--- config.mk ---
export PLATFORM = sky130hd
export DESIGN_NAME = pipe_stall_ctrl
export DESIGN_NICKNAME = d
export VERILOG_FILES = /design/src/rtl/lc3_pipe_pkg.sv /design/src/rtl/perf_ctr.sv /design/src/rtl/pipe_stall_ctrl.sv
export SDC_FILE = /design/constraint.sdc
export NUM_CORES = 1
export LEC_CHECK = 0
export CAP_MARGIN = 20
export CORE_AREA = 2 2 94 132
export CTS_BUF_LIST = sky130_fd_sc_hd__clkbuf_8
export DETAILED_ROUTE_END_ITERATION = 10
export DIE_AREA = 0 0 96 134
export GPL_ROUTABILITY_DRIVEN = 1
export PLACE_DENSITY = 0.85
export SETUP_SLACK_MARGIN = 0.15
export SYNTH_ARGS = -nofsm -noshare
export SYNTH_HDL_FRONTEND = slang
export SYNTH_HIERARCHICAL = 1
export SYNTH_SLANG_ARGS = --single-unit
--- constraint.sdc ---
create_clock -name clk -period 3.4 [get_ports clk]
set_clock_uncertainty 0.15 [all_clocks]
set_input_delay 0.68 -clock clk [delete_from_list [all_inputs] [get_ports clk]]
set_output_delay 0.68 -clock clk [all_outputs]
set_load 0.03 [all_outputs]
--- src/rtl/lc3_pipe_pkg.sv ---
// Shared types for the LC-3 pipeline advance/stall/flush sequencer.
package lc3_pipe_pkg;

  localparam int unsigned WORD_W = 16;

  // Value written into a stage register when it is flushed.
  localparam logic [WORD_W-1:0] NOP_WORD = 16'h0000;

  typedef enum logic [1:0] {
    RUN    = 2'd0,
    I_HELD = 2'd1,  // imem returned, waiting on dmem
    D_HELD = 2'd2   // dmem returned, waiting on imem
  } stall_state_t;

  // Stage load enables and bubble strobes, bundled for the output decode.
  typedef struct packed {
    logic load_pc;
    logic load_if_id;
    logic load_id_ex;
    logic load_ex_mem;
    logic load_mem_wb;
    logic flush_if_id;
    logic flush_id_ex;
    logic flush_ex_mem;
  } stage_ctl_t;

endpackage

--- src/rtl/perf_ctr.sv ---
// Free-running event counter that wraps modulo 2^CNT_W.
module perf_ctr #(
  parameter int unsigned CNT_W = 32
) (
  input  logic             clk,
  input  logic             reset,
  input  logic             inc,
  output logic [CNT_W-1:0] count
);

  // Count one per cycle with inc high; synchronous clear.
  always_ff @(posedge clk) begin
    if (reset) begin
      count <= '0;
    end else if (inc) begin
      count <= count + CNT_W'(1);
    end
  end

endmodule

--- src/rtl/pipe_stall_ctrl.sv ---
// Advance/stall/flush sequencer for the 5-stage LC-3 pipeline. Holds an early
// cache return until the other cache completes so both sides advance together.
module pipe_stall_ctrl
  import lc3_pipe_pkg::*;
#(
  parameter int unsigned CNT_W = 32
) (
  input  logic               clk,
  input  logic               reset,
  input  logic               imem_resp,
  input  logic [WORD_W-1:0]  imem_rdata,
  output logic               imem_read,
  output logic [WORD_W-1:0]  if_instr,
  input  logic               mem_req,
  input  logic               mem_we,
  input  logic               dmem_resp,
  input  logic [WORD_W-1:0]  dmem_rdata,
  output logic               dmem_read,
  output logic               dmem_write,
  output logic [WORD_W-1:0]  mem_rdata,
  input  logic               load_use,
  input  logic               br_taken,
  output logic               load_pc,
  output logic               load_if_id,
  output logic               load_id_ex,
  output logic               load_ex_mem,
  output logic               load_mem_wb,
  output logic               flush_if_id,
  output logic               flush_id_ex,
  output logic               flush_ex_mem,
  output logic [CNT_W-1:0]   stall_cnt,
  output logic [CNT_W-1:0]   flush_cnt
);

  stall_state_t      state_q;
  stall_state_t      state_d;
  logic [WORD_W-1:0] ihold_q;
  logic [WORD_W-1:0] dhold_q;
  logic              i_ok;
  logic              d_ok;
  logic              adv;
  logic              adv_run;
  logic              ihold_en;
  logic              dhold_en;
  logic              stall_inc;
  logic              flush_inc;
  stage_ctl_t        ctl;

  // Completion qualifiers and the combined advance condition.
  always_comb begin
    i_ok      = imem_resp | (state_q == I_HELD);
    d_ok      = ~mem_req | dmem_resp | (state_q == D_HELD);
    adv       = i_ok & d_ok;
    adv_run   = adv & ~reset;
    ihold_en  = (state_q == RUN) & imem_resp & ~d_ok;
    dhold_en  = (state_q == RUN) & mem_req & dmem_resp & ~imem_resp;
    stall_inc = ~reset & ~adv;
    flush_inc = adv_run & br_taken;
  end

  // State register.
  always_ff @(posedge clk) begin
    if (reset) begin
      state_q <= RUN;
    end else begin
      state_q <= state_d;
    end
  end

  // Next state: park in a HELD state when exactly one cache has returned.
  always_comb begin
    state_d = state_q;
    case (state_q)
      RUN: begin
        if (ihold_en) begin
          state_d = I_HELD;
        end else if (dhold_en) begin
          state_d = D_HELD;
        end
      end
      I_HELD: begin
        if (d_ok) begin
          state_d = RUN;
        end
      end
      D_HELD: begin
        if (imem_resp) begin
          state_d = RUN;
        end
      end
      default: state_d = RUN;
    endcase
  end

  // Capture the early return so it is consumed exactly once on advance.
  always_ff @(posedge clk) begin
    if (reset) begin
      ihold_q <= NOP_WORD;
      dhold_q <= NOP_WORD;
    end else begin
      if (ihold_en) begin
        ihold_q <= imem_rdata;
      end
      if (dhold_en) begin
        dhold_q <= dmem_rdata;
      end
    end
  end

  // Outputs: cache strobes, data muxes, and enables (branch beats load-use).
  always_comb begin
    ctl        = '0;
    imem_read  = ~reset & (state_q != I_HELD);
    dmem_read  = ~reset & mem_req & ~mem_we & (state_q != D_HELD);
    dmem_write = ~reset & mem_req & mem_we & (state_q != D_HELD);
    if_instr   = (state_q == I_HELD) ? ihold_q : imem_rdata;
    mem_rdata  = (state_q == D_HELD) ? dhold_q : dmem_rdata;
    if (adv_run) begin
      if (br_taken) begin
        ctl = '{load_pc: 1'b1, load_if_id: 1'b1, load_id_ex: 1'b1,
                load_ex_mem: 1'b1, load_mem_wb: 1'b1, flush_if_id: 1'b1,
                flush_id_ex: 1'b1, flush_ex_mem: 1'b1};
      end else if (load_use) begin
        ctl = '{load_pc: 1'b0, load_if_id: 1'b0, load_id_ex: 1'b1,
                load_ex_mem: 1'b1, load_mem_wb: 1'b1, flush_if_id: 1'b0,
                flush_id_ex: 1'b1, flush_ex_mem: 1'b0};
      end else begin
        ctl = '{load_pc: 1'b1, load_if_id: 1'b1, load_id_ex: 1'b1,
                load_ex_mem: 1'b1, load_mem_wb: 1'b1, flush_if_id: 1'b0,
                flush_id_ex: 1'b0, flush_ex_mem: 1'b0};
      end
    end
  end

  assign load_pc      = ctl.load_pc;
  assign load_if_id   = ctl.load_if_id;
  assign load_id_ex   = ctl.load_id_ex;
  assign load_ex_mem  = ctl.load_ex_mem;
  assign load_mem_wb  = ctl.load_mem_wb;
  assign flush_if_id  = ctl.flush_if_id;
  assign flush_id_ex  = ctl.flush_id_ex;
  assign flush_ex_mem = ctl.flush_ex_mem;

  perf_ctr #(.CNT_W(CNT_W)) u_stall_ctr (
    .clk   (clk),
    .reset (reset),
    .inc   (stall_inc),
    .count (stall_cnt)
  );

  perf_ctr #(.CNT_W(CNT_W)) u_flush_ctr (
    .clk   (clk),
    .reset (reset),
    .inc   (flush_inc),
    .count (flush_cnt)
  );

endmodule

==> qor.txt <==
Peak Freq -> 321.2 MHz
Req. time, crit path -> 2.57 ns
Antenna Nets Post-Route -> 0
FP Core Util -> 0.4423
PnR Total Power -> 2.365 mW
Core Area -> 11700 µm²
Comb. pwr -> 338 µW
H-tree depth -> 3
Sw frac -> 0.2560
R2R Setup Slk -> 0.57 ns
Design Area, Final -> 6970 µm²
Antenna diodes -> 0
Total gr overflow -> 0
Routing usage on met3 -> 0.05787
Setup crit end -> mem_rdata[4]
Placed wire-length estimate -> 9.696 mm
Reg-to-Reg Start -> state_q[1]
Postcts setup bufs -> 0
Largest registers -> u_flush_ctr/count (32), u_stall_ctr/count (32)
Critical Path Fanout Max -> 18
CTS hold repair buffers -> 0
CP startpoint kind -> register
Post-Synth AOI/OAI Area -> 0.03916
Max-Cap Viols -> 0
Fin util -> 0.5956
Yosys xor share -> 0.04399
Drt initial violations -> 144
DIE AREA -> 12860 µm²
Ys async rst share -> 0
Final cell count without fillers -> 884
Fin crit period -> 3.113 ns
Relative slew slack -> 0.4888
GRT met2 Usage -> 0.3646
Yosys warning tally -> 6
Hold worst-path end -> dhold_q[7]
Comb area leader -> simple AND/OR/NAND/NOR gates
Status -> completed
Slew @ Worst Pin -> 0.7668 ns
Slowest library cell on the worst path -> clkdlybuf4s50_1
Fig. 1: signal wires on met1
Supply wires on this layer in gray.
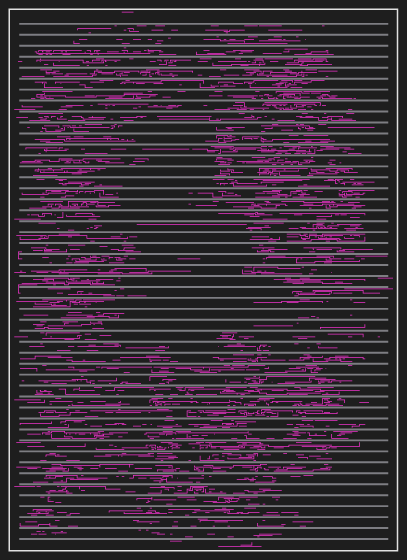
main direction = horizontal
longest straight run = 28.1 µm
wire length on this layer = 5230 µm
nets with wire on the layer = 688
share of all routed wire = 39%
DRT Wirelength: 13.28 mm
met1 GRT Util: 0.2320
total number of vias: 4703

Fig. 2: the clock network
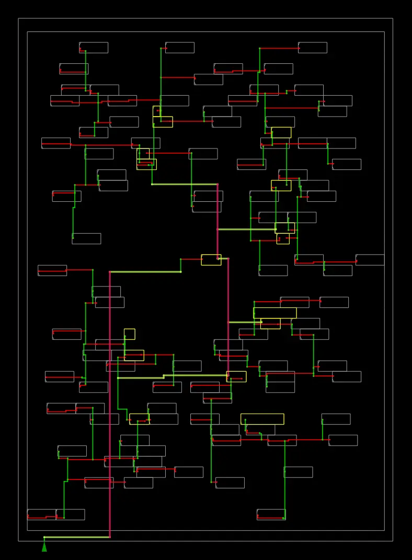
Power Clock: 851 µW
CTS Buf Count: 9
Late-Pin Clk Latency: 0.36 ns

No activity file was given, so power comes from the tool's default toggle rates.
